run_1/congestion_map.png
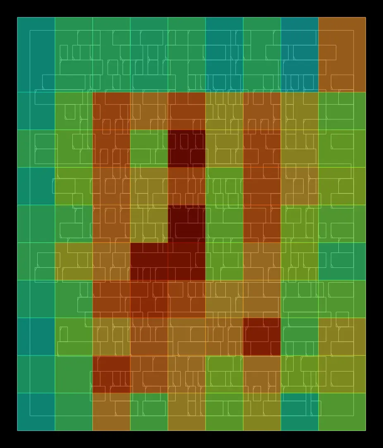
run_1/route_heat.png
13 x 15 tiles, from white (low) to dark blue (high), scaled to the fullest tile. Values are wire area over tile area, all layers added.
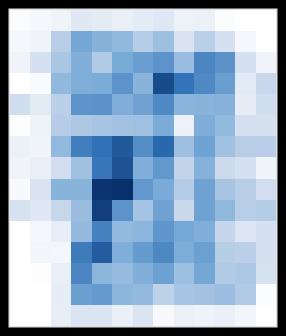
run_1/m1.png
Bar = 20 um.
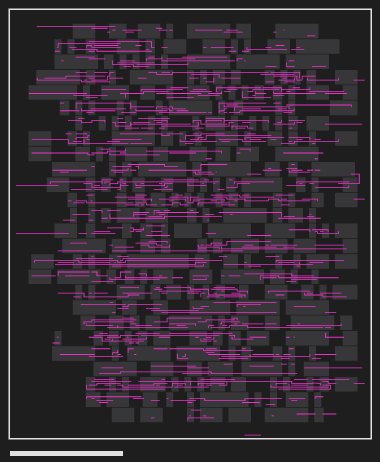
run_1/layers.png
Bar = 20 um. Only two layers are drawn.
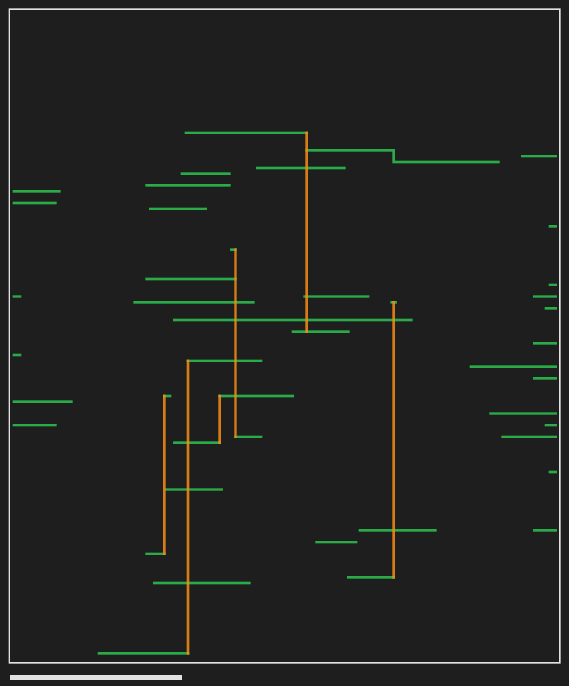
===== config.mk =====
export PLATFORM = sky130hd
export DESIGN_NAME = cnt_gate_multi_digit
export DESIGN_NICKNAME = d
export VERILOG_FILES = /design/src/rtl/cnt_gate_multi_digit.sv
export SDC_FILE = /design/constraint.sdc
export NUM_CORES = 1
export LEC_CHECK = 0
export ABC_AREA = 1
export CELL_PAD_IN_SITES_DETAIL_PLACEMENT = 1
export CELL_PAD_IN_SITES_GLOBAL_PLACEMENT = 1
export CORE_ASPECT_RATIO = 1.2
export CORE_MARGIN = 2
export CORE_UTILIZATION = 34
export DETAILED_ROUTE_END_ITERATION = 10
export PLACE_DENSITY = 0.8
export SKIP_CTS_REPAIR_TIMING = 1
export SYNTH_ARGS = -nofsm -noshare
export SYNTH_HDL_FRONTEND = slang
export SYNTH_SLANG_ARGS = --single-unit

===== constraint.sdc =====
create_clock -name Clk -period 1.8 [get_ports Clk]
set_input_delay 0.18 -clock Clk [delete_from_list [all_inputs] [get_ports Clk]]
set_output_delay 0.18 -clock Clk [all_outputs]
set_load 0.03 [all_outputs]

===== src/rtl/cnt_gate_multi_digit.sv =====
// cnt_gate_multi_digit: gated multi-digit modulo counter that latches the count at window close.
module cnt_gate_multi_digit #(
    parameter int BUS_SIZE = 4,
    parameter int DIGITS   = 4,
    parameter int MODULO   = 10
) (
    input  logic                         Clk,
    input  logic                         Reset,
    input  logic                         Gate,
    output logic [DIGITS*BUS_SIZE-1:0]   Live,
    output logic [DIGITS*BUS_SIZE-1:0]   Q,
    output logic                         Valid,
    output logic                         Over
);
    localparam logic [BUS_SIZE-1:0] MAX = BUS_SIZE'(MODULO - 1);

    logic [DIGITS*BUS_SIZE-1:0] live_q, live_d, q_q, q_d;
    logic                       gate_q, gate_d, ovf_q, ovf_d;
    logic                       valid_q, valid_d, over_q, over_d;
    logic                       carry, close;
    logic [BUS_SIZE-1:0]        dig;

    always_comb begin
        live_d = live_q;
        dig    = '0;
        carry  = 1'b1;
        // carry leaving the top digit means every digit was at MAX: a full wrap
        for (int i = 0; i < DIGITS; i++) begin
            dig = live_q[i*BUS_SIZE +: BUS_SIZE];
            live_d[i*BUS_SIZE +: BUS_SIZE] = !Gate ? '0 :
                carry ? ((dig == MAX) ? '0 : dig + BUS_SIZE'(1)) : dig;
            carry = carry & (dig == MAX);
        end
        close   = !Gate && gate_q;
        ovf_d   = Gate && (ovf_q || carry);
        gate_d  = Gate;
        valid_d = close;
        q_d     = close ? live_q : q_q;
        over_d  = close ? ovf_q : over_q;
    end

    always_ff @(negedge Clk) begin
        if (Reset) begin
            live_q  <= '0;
            q_q     <= '0;
            gate_q  <= 1'b0;
            ovf_q   <= 1'b0;
            valid_q <= 1'b0;
            over_q  <= 1'b0;
        end else begin
            live_q  <= live_d;
            q_q     <= q_d;
            gate_q  <= gate_d;
            ovf_q   <= ovf_d;
            valid_q <= valid_d;
            over_q  <= over_d;
        end
    end

    assign Live  = live_q;
    assign Q     = q_q;
    assign Valid = valid_q;
    assign Over  = over_q;
endmodule


==> impl_metrics.ini, run 1 <==
; physical design summary
[status]
status = complete, but fails checks
violations = negative setup slack

[critical_path]
cp_slowest_cell = dfxtp_4
required_ps = 1620
r2r_end = Live[14]
crit_fanout = 5
critical_path_arrival_ps = 1760
endpoint = Live[9]

[final_layout]
final_area_um2 = 2450
seq_cell_count = 36
largest_class = flip-flops and latches
signal_buffers = 64
area_delta_synth_final_pct = 67.9

[synthesis]
async_flop_share = 0
ys_cells = 184
synthFlopType = dfxtp_1
ys_sh_simple = 0.240

[flow_run]
warnings = 64

[global_routing]
grt-ovfl-total = 0
antenna_found_initial = 0

[power_and_ir_drop]
p_sw_frac = 0.321

[final_timing]
setup_viol = 34
hold_viol_final = 0
layout_setup_ws_ps = -142

[floorplanning]
dieArea_um2 = 4840
taps = 56
fp_util = 0.348

[placement]
port_buffers = 36
## Picture notes: congestion_map.png
GR Util met3: 0.0783
M2 GR Usage: 0.296
total track usage: 0.185
busiest grt layer: met2
Core Util, Final: 0.585

## Picture notes: route_heat.png
nearly empty tiles: 7.7%
fullest tile: 0.55
emptiest ninth of the die: bottom left
tiles over half the peak: 23%
mean over tiles: 0.18
densest ninth of the die: middle

## Picture notes: m1.png
nets with wire on the layer: 265
main direction: horizontal

## Picture notes: layers.png
| layer | color | wire length |
|---|---|---|
| M4 | orange | 135 um |
| M3 | green | 275 um |

run 1: flip-flops by register name (all words and copies together) (netlist names):
register	flops
Live	16
Over	1
Q	16
Valid	1
gate_q	1
ovf_q	1
run 1: through the flow:
stage	setup TNS, ps	hold WS (ps)	util	std cells	worst slack (ps)
2_1_floorplan	0	429	-	184	14.0
3_3_place_gp	-13470	460	0.453	287	-441
3_5_place_dp	-14840	467	0.453	287	-527
4_1_cts	-7470	484	0.509	329	-239
5_1_grt	-4490	522	0.585	341	-181
6_report	-3380	483	0.585	341	-142
run 1: tightest hold or removal path, delay by kind of cell (launching register included):
| family | cells | cell delay (ps) |
|---|---|---|
| simple gates | 2 | 120 |
| flops | 1 | 320 |
run 1: how the worst min path moves through the flow:
stage | start | endpoint | slack, ps | depth (start not counted)
2_1_floorplan | ovf_q | Over | 430 | 2
3_3_place_gp | ovf_q | Over | 460 | 2
3_5_place_dp | ovf_q | ovf_q | 470 | 2
4_1_cts | Q[8] | Q[8] | 480 | 2
5_1_grt | Q[0] | Q[0] | 520 | 2
6_report | Q[0] | Q[0] | 480 | 2
run 1: synth_stat cells (2+ instances only):
cell type	number	area share
nor2_1	21	0.054
nor2_2	4	0.017
nand2_1	28	0.072
nor2_4	3	0.023
ha_1	2	0.017
dfxtp_1	36	0.49
o21ai_0	21	0.072
buf_2	3	0.010
nand3b_1	2	0.010
inv_1	17	0.044
a21oi_1	22	0.075
inv_2	2	0.0051
nand3_1	8	0.027
clkbuf_1	2	0.0051
nor3_1	2	0.0068
run 1: metal layers:
layer | part of all wire | wire [um] | vias up | track usage
met1 | 0.42 | 2320 | 816 | 0.199
met3 | 0.049 | 274 | 14 | 0.0783
met4 | 0.024 | 134 | 0 | 0.138
met5 | 0 | 0 | - | 0
met2 | 0.51 | 2830 | 58 | 0.296
li1 | - | - | 798 | -
## Run 2: what changed since run 1
Settings changed: RECOVER_POWER from default to 50.
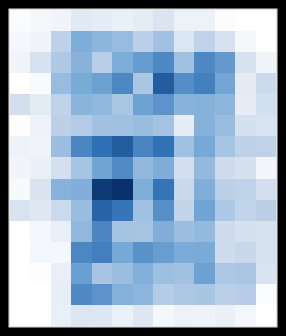
run_2/route_heat.png
13 x 15 tiles, from white (low) to dark blue (high), scaled to the fullest tile. Values are wire area over tile area, all layers added.
fullest tile: 0.58
tiles over half the peak: 19%
emptiest ninth of the die: bottom left
mean over tiles: 0.18
densest ninth of the die: middle
nearly empty tiles: 7.7%

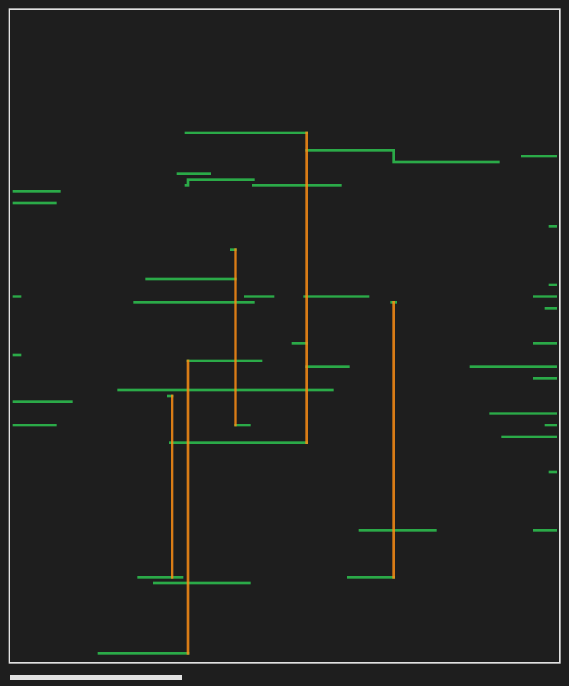
run_2/layers.png
Bar = 20 um. Only two layers are drawn.
| layer | color | wire length |
|---|---|---|
| M3 | green | 258 um |
| M4 | orange | 144 um |

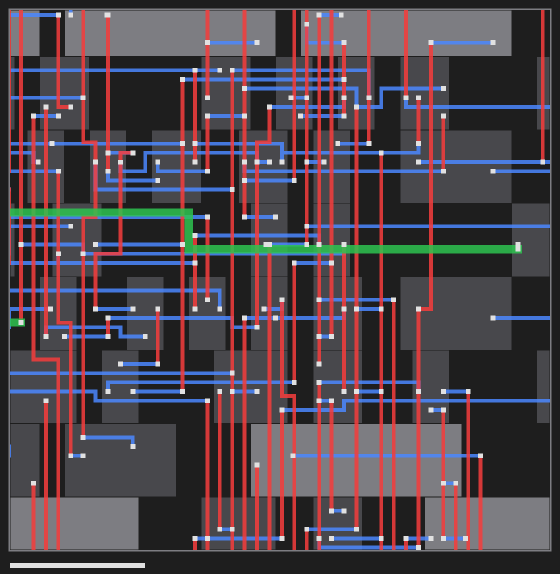
run_2/closeup.png
Bar = 5 um. Window x 38 to 58, y 47 to 67 um. Cells in gray, sequential cells in the stronger gray; small squares are vias.
| layer | color |
|---|---|
| M3 | green |
| M2 | red |
| M1 | blue |
netlist names of flops here include: `Q` (5)
cells with their middle in the window: 33
most frequent: inv_1 (6), dfxtp_2 (5), nand2_1 (5)
sequential cells in the window: 5

==> run 2 against run 1 <==
Against the previous run:
- sequential power hardly changed
- critical path depth stayed put
- setup slack hardly changed
- flip-flop count stayed put
- area after synthesis stayed put
- cell count stayed put
- hold slack hardly changed
- clock power hardly changed
- sequential share of layout area is 0.54 points higher
- core utilization is 0.98 points lower
- highest routed layer unchanged
- clock-buffer cell count stayed put
- the flow still finishes with violations (negative setup slack)
==> impl_metrics.ini, run 2 <==
; physical design summary
[status]
status = complete, but fails checks
violations = negative setup slack

[critical_path]
rr_worst_depth = 7
required_ps = 1620
critical_path_arrival_ps = 1760
cp_slowest_cell = dfxtp_4
crit_fanout = 5

[global_routing]
grt_util_met1 = 0.199
gr-max-usage-layer = met2
antenna_found_initial = 0
grt_use_total = 0.185
grtUsageMet3 = 0.0783
grt_pass1_wl_mm = 6.84
grt-ovfl-total = 0
grtUsageMet2 = 0.296

[final_layout]
area_delta_synth_final_pct = 65.1

[synthesis]
post-synth-top-count-cell = dfxtp_1
top_area_frac = 0.493
ys_cells = 184
syn_area_um2 = 1460
async_flop_share = 0
synthFlopType = dfxtp_1
ys_warn_count = 0
top_cells_by_area = dfxtp_1 49%, a21oi_1 7.5%, nand2_1 7.2%
largest_area_cell = dfxtp_1
synthTopCellsByCount = 36 x dfxtp_1, 28 x nand2_1, 22 x a21oi_1

[floorplanning]
num_io_pins = 37
dieArea_um2 = 4840
die_h_um = 75.8
fp_util = 0.348

[drt]
dr.pass1.iters = 4
ant_nets = 0

[clocking]
cts_buffers = 5
clk_path_buf_depth = 2
insertion_delay_ps = 370

[final_timing]
layout_setup_ws_ps = -142
hold_viol_final = 0
hold_ws_ps = 483
setup_viol = 41

[power_and_ir_drop]
ir_drop_mv = 0.519
power.total_uw = 2080

[placement]
port_buffers = 36
gp_congestion = 0.769

[flow_run]
warnings = 64

[hold_path]
hold_class = reg2reg
hold_depth = 2
run 2: cell counts after synthesis:
Identical to the previous run, type by type.
run 2: area by class of cell:
cell class,count,area [um^2]
fill,506,1780
inverter,18,75.1
clock inverter,38,169
clock buffer,5,68.8
tap,56,70.1
multi-input combinational,123,638
timing repair buffer,64,616
timing repair inverter,1,5.00
sequential,36,771
run 2: worst paths after layout:
kind | end | from
setup / recovery | Live[9] | Live[9]
hold / removal | Q[0] | Q[0]
setup reg to reg | Live[14] | Live[0]
hold reg to reg | Q[0] | Q[0]
run 2: power breakdown:
part / leakage (uW) / switching [uW] / internal, uW / total, uW
sequential: 0.000309 / 16.5 / 825 / 841
combinational: 0.000559 / 105 / 77.2 / 183
clock: 0.000247 / 548 / 507 / 1060
total: 0.00112 / 670 / 1410 / 2080
run 2: cell families (layout without fill, tap and decap cells):
family,count (synthesis),in the layout,synth area share
xor gates and xnor gates,2,2,0.0120
buffers and inverters,25,126,0.0719
AOI/OAI and AO/OA,47,47,0.166
adders and majority gates,2,2,0.0171
DFF,36,36,0.493
and+or+nand+nor,72,72,0.240
run 2: per-stage QoR:
stage / instances / TNS (ps) / cell area, um^2 / setup WS (ps) / utilization
finish: 341 / -3580 / 2410 / -142 / 0.575
global route: 341 / -5030 / 2410 / -181 / 0.575
CTS: 329 / -7470 / 2130 / -239 / 0.509
detailed placement: 287 / -14840 / 1900 / -527 / 0.453
global placement: 287 / -13470 / 1900 / -441 / 0.453
floorplan: 184 / 0 / 1470 / 14.0 / -
run 2: per-layer routing:
layer	routed length (um)	vias to the layer above
met5	0	-
met4	143	0
met3	257	14
met2	2800	53
met1	2340	814
li1	-	800
Power is estimated from default activity; no workload was simulated.
